$ cat src/rtl/dcache_port_arbiter.sv
// Shares the single blocking data-cache port between loads and committed
// stores drained from the SDQ through a one-entry store buffer.
//
// Ports:
//   clk_i, rst_ni                 clock, async active-low reset
//   flush_i                       kills in-flight / requesting loads
//   ld_req_*                      load request (vld/rdy, addr, tag)
//   ld_resp_*                     registered load response (1-cycle pulse)
//   sdq_issue_en_o/sdq_issue_*    SDQ pull handshake (1-cycle issue latency)
//   sdq_full_i                    forces store drain
//   mem_req_*/mem_resp_*          cache port, one outstanding transaction
module dcache_port_arbiter #(
    parameter int ADDR_W       = 32,
    parameter int DATA_W       = 32,
    parameter int TAG_W        = 5,
    parameter int STARVE_LIMIT = 4
) (
    input  logic              clk_i,
    input  logic              rst_ni,
    input  logic              flush_i,

    input  logic              ld_req_vld_i,
    output logic              ld_req_rdy_o,
    input  logic [ADDR_W-1:0] ld_req_addr_i,
    input  logic [TAG_W-1:0]  ld_req_tag_i,

    output logic              ld_resp_vld_o,
    output logic [DATA_W-1:0] ld_resp_data_o,
    output logic [TAG_W-1:0]  ld_resp_tag_o,

    output logic              sdq_issue_en_o,
    input  logic              sdq_issue_vld_i,
    input  logic [ADDR_W-1:0] sdq_issue_addr_i,
    input  logic [DATA_W-1:0] sdq_issue_data_i,
    input  logic              sdq_full_i,

    output logic              mem_req_vld_o,
    input  logic              mem_req_rdy_i,
    output logic              mem_req_we_o,
    output logic [ADDR_W-1:0] mem_req_addr_o,
    output logic [DATA_W-1:0] mem_req_wdata_o,
    input  logic              mem_resp_vld_i,
    input  logic [DATA_W-1:0] mem_resp_rdata_i
);

    localparam int CNT_W = $clog2(STARVE_LIMIT + 1);
    localparam logic [CNT_W-1:0] CNT_MAX = CNT_W'(STARVE_LIMIT);

    typedef enum logic [1:0] {
        IDLE,
        REQ,
        WAIT
    } state_t;

    state_t state_q, state_d;

    logic              st_buf_vld_q;
    logic [ADDR_W-1:0] st_buf_addr_q;
    logic [DATA_W-1:0] st_buf_data_q;

    logic              en_q;
    logic [CNT_W-1:0]  starve_cnt_q;
    logic              kill_q;

    logic              req_we_q;
    logic [ADDR_W-1:0] req_addr_q;
    logic [DATA_W-1:0] req_wdata_q;
    logic [TAG_W-1:0]  req_tag_q;

    logic              resp_vld_q;
    logic [DATA_W-1:0] resp_data_q;
    logic [TAG_W-1:0]  resp_tag_q;

    logic is_idle;
    logic store_wins;
    logic ld_grant;
    logic st_grant;
    logic resp_done;
    logic ld_resp_ok;

    assign is_idle = (state_q == IDLE);

    assign store_wins = st_buf_vld_q
                      & (~ld_req_vld_i
                         | sdq_full_i
                         | (starve_cnt_q == CNT_MAX));

    // Both combinational outputs are gated by reset so every output
    // reads 0 while rst_ni is low.
    assign ld_req_rdy_o = rst_ni & is_idle & ~flush_i & ~store_wins;

    // en_q covers the SDQ issue latency: after one enable the buffer
    // may fill next cycle, so never enable twice in a row.
    assign sdq_issue_en_o = rst_ni & ~st_buf_vld_q & ~en_q;

    assign ld_grant  = ld_req_vld_i & ld_req_rdy_o;
    assign st_grant  = is_idle & store_wins;
    assign resp_done = (state_q == WAIT) & mem_resp_vld_i;

    // A flush in the response cycle drops the load as well as kill_q.
    assign ld_resp_ok = resp_done & ~req_we_q & ~kill_q & ~flush_i;

    always_comb begin
        state_d = state_q;
        unique case (state_q)
            IDLE: if (ld_grant | st_grant) state_d = REQ;
            REQ:  if (mem_req_rdy_i)       state_d = WAIT;
            WAIT: if (mem_resp_vld_i)      state_d = IDLE;
            default:                       state_d = IDLE;
        endcase
    end

    always_ff @(posedge clk_i or negedge rst_ni) begin
        if (!rst_ni) begin
            state_q <= IDLE;
            en_q    <= 1'b0;
        end else begin
            state_q <= state_d;
            en_q    <= sdq_issue_en_o;
        end
    end

    always_ff @(posedge clk_i or negedge rst_ni) begin
        if (!rst_ni) begin
            st_buf_vld_q  <= 1'b0;
            st_buf_addr_q <= '0;
            st_buf_data_q <= '0;
        end else begin
            if (st_grant) begin
                st_buf_vld_q <= 1'b0;
            end
            if (sdq_issue_vld_i) begin
                st_buf_vld_q  <= 1'b1;
                st_buf_addr_q <= sdq_issue_addr_i;
                st_buf_data_q <= sdq_issue_data_i;
            end
        end
    end

    always_ff @(posedge clk_i or negedge rst_ni) begin
        if (!rst_ni) begin
            starve_cnt_q <= '0;
        end else if (st_grant) begin
            starve_cnt_q <= '0;
        end else if (ld_grant & st_buf_vld_q & (starve_cnt_q != CNT_MAX)) begin
            starve_cnt_q <= starve_cnt_q + CNT_W'(1);
        end
    end

    always_ff @(posedge clk_i or negedge rst_ni) begin
        if (!rst_ni) begin
            req_we_q    <= 1'b0;
            req_addr_q  <= '0;
            req_wdata_q <= '0;
            req_tag_q   <= '0;
        end else if (ld_grant) begin
            req_we_q    <= 1'b0;
            req_addr_q  <= ld_req_addr_i;
            req_wdata_q <= '0;
            req_tag_q   <= ld_req_tag_i;
        end else if (st_grant) begin
            req_we_q    <= 1'b1;
            req_addr_q  <= st_buf_addr_q;
            req_wdata_q <= st_buf_data_q;
        end
    end

    always_ff @(posedge clk_i or negedge rst_ni) begin
        if (!rst_ni) begin
            kill_q <= 1'b0;
        end else if (ld_grant) begin
            kill_q <= 1'b0;
        end else if (flush_i & ~is_idle & ~req_we_q) begin
            kill_q <= 1'b1;
        end
    end

    always_ff @(posedge clk_i or negedge rst_ni) begin
        if (!rst_ni) begin
            resp_vld_q  <= 1'b0;
            resp_data_q <= '0;
            resp_tag_q  <= '0;
        end else begin
            resp_vld_q <= ld_resp_ok;
            if (ld_resp_ok) begin
                resp_data_q <= mem_resp_rdata_i;
                resp_tag_q  <= req_tag_q;
            end
        end
    end

    assign mem_req_vld_o   = (state_q == REQ);
    assign mem_req_we_o    = req_we_q;
    assign mem_req_addr_o  = req_addr_q;
    assign mem_req_wdata_o = req_wdata_q;

    assign ld_resp_vld_o  = resp_vld_q;
    assign ld_resp_data_o = resp_data_q;
    assign ld_resp_tag_o  = resp_tag_q;

endmodule

$ cat config.mk
export PLATFORM = sky130hd
export DESIGN_NAME = dcache_port_arbiter
export DESIGN_NICKNAME = d
export VERILOG_FILES = /design/src/rtl/dcache_port_arbiter.sv
export SDC_FILE = /design/constraint.sdc
export NUM_CORES = 1
export LEC_CHECK = 0
export CORE_MARGIN = 2
export CORE_UTILIZATION = 45
export CTS_CLUSTER_DIAMETER = 30
export DETAILED_ROUTE_END_ITERATION = 8
export GPL_TIMING_DRIVEN = 0
export PLACE_DENSITY = 0.77
export SYNTH_ARGS = -nofsm -noshare
export SYNTH_HDL_FRONTEND = slang
export SYNTH_SLANG_ARGS = --single-unit
export TNS_END_PERCENT = 10
$ cat constraint.sdc
create_clock -name clk_i -period 4.53 [get_ports clk_i]
set_clock_uncertainty 0.05 [all_clocks]
set_input_delay 0.453 -clock clk_i [delete_from_list [all_inputs] [get_ports clk_i]]
set_output_delay 0.453 -clock clk_i [all_outputs]
set_load 0.02 [all_outputs]
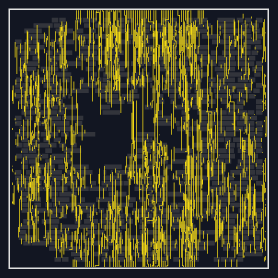
(images/m2.png)
Drawn at 2 px/um. Cells faint in the background.
wire length on this layer: 8810 um
main direction: vertical
nets with wire on the layer: 796

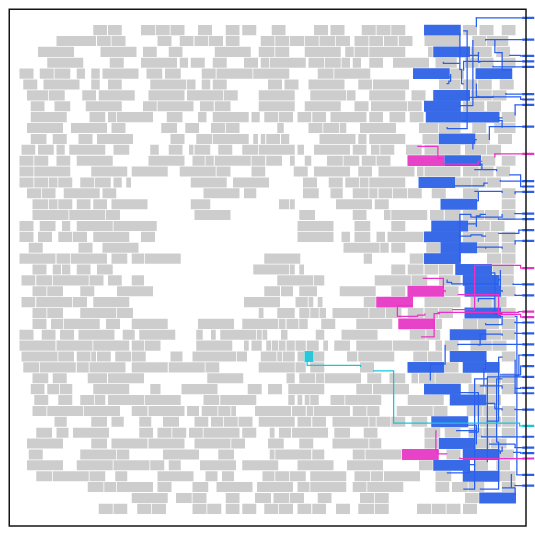
(images/port_trees.png)
Drawn at 4 px/um.
| port | colour | bits | direction | edge | end cells | wire |
|---|---|---|---|---|---|---|
| ld_req_rdy_o | cyan | 1 | output | east | 1 | 66.3 um |
| ld_resp_tag_o | magenta | 5 | output | east | 5 | 158 um |
| ld_resp_data_o | blue | 32 | output | east | 32 | 674 um |

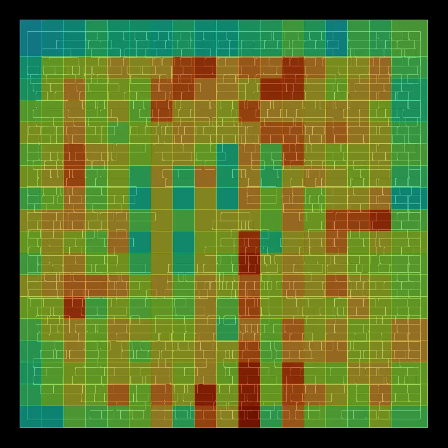
(images/congestion_map.png)
met2 GRT Util: 37.2%
GR Util All Layers: 21.7%

==> results.json <==
{
  "finalCoreUtilization_pct": 67.8,
  "cts.reportedPaths.clkPinSlew_ns": 0.06,
  "synth_sequential_area_ratio_pct": 64.3,
  "layout_top_cells": "clkdlybuf4s50_1, dfrtp_1, mux2_2",
  "hold_path_class": "flop to flop",
  "clock.fmax_ghz": 0.273,
  "max-cap-violations": 0,
  "remaining_number_of_nets_flagged_by_the_antenna_check_after_routing": 0,
  "antenna_found_initial": 0,
  "first_global_vias": 5229,
  "yosys_warnings": 0,
  "worstSetupPathType": "input pin to output port",
  "share_of_final_layout_standard_cells_stronger_than_drive_strength_1_pct": 21.6,
  "synth_area_sq_mm": 0.00701,
  "ctsHoldBuffers": 1,
  "synth_compound_gate_area_share_pct": 9.75,
  "synth-main-ff-cell": "dfrtp_1",
  "antennaDiodeCount": 0,
  "initCoreUtil_pct": 46.1,
  "clkSinkCount": 180,
  "status": "completed",
  "endpoint": "ld_req_rdy_o",
  "timing.final.ws_setup_ns": 0.873
}
-- registers in the layout, indices dropped and copies added, names as in the netlist, 2 cells and up --
| register | cells |
|---|---|
| st_buf_addr_q | 32 |
| state_q | 2 |
| req_tag_q | 5 |
| ld_resp_tag_o | 5 |
| starve_cnt_q | 3 |
| ld_resp_data_o | 32 |
| st_buf_data_q | 32 |
| mem_req_wdata_o | 32 |
| mem_req_addr_o | 32 |
-- power breakdown --
part	switching (mW)	total [mW]	internal, mW
clock	0.584	1.43	0.848
combinational	1.11	2.37	1.25
sequential	0.260	2.33	2.07
total	1.96	6.12	4.17
-- metal layers --
layer,wire (um),up-vias,part of all wire [%]
li1,-,2186,-
met1,6950,2398,40
met2,8810,192,50
met3,1390,22,8.0
met4,300,2,1.7
met5,7,-,0.040
No activity file was given, so power comes from the tool's default toggle rates.
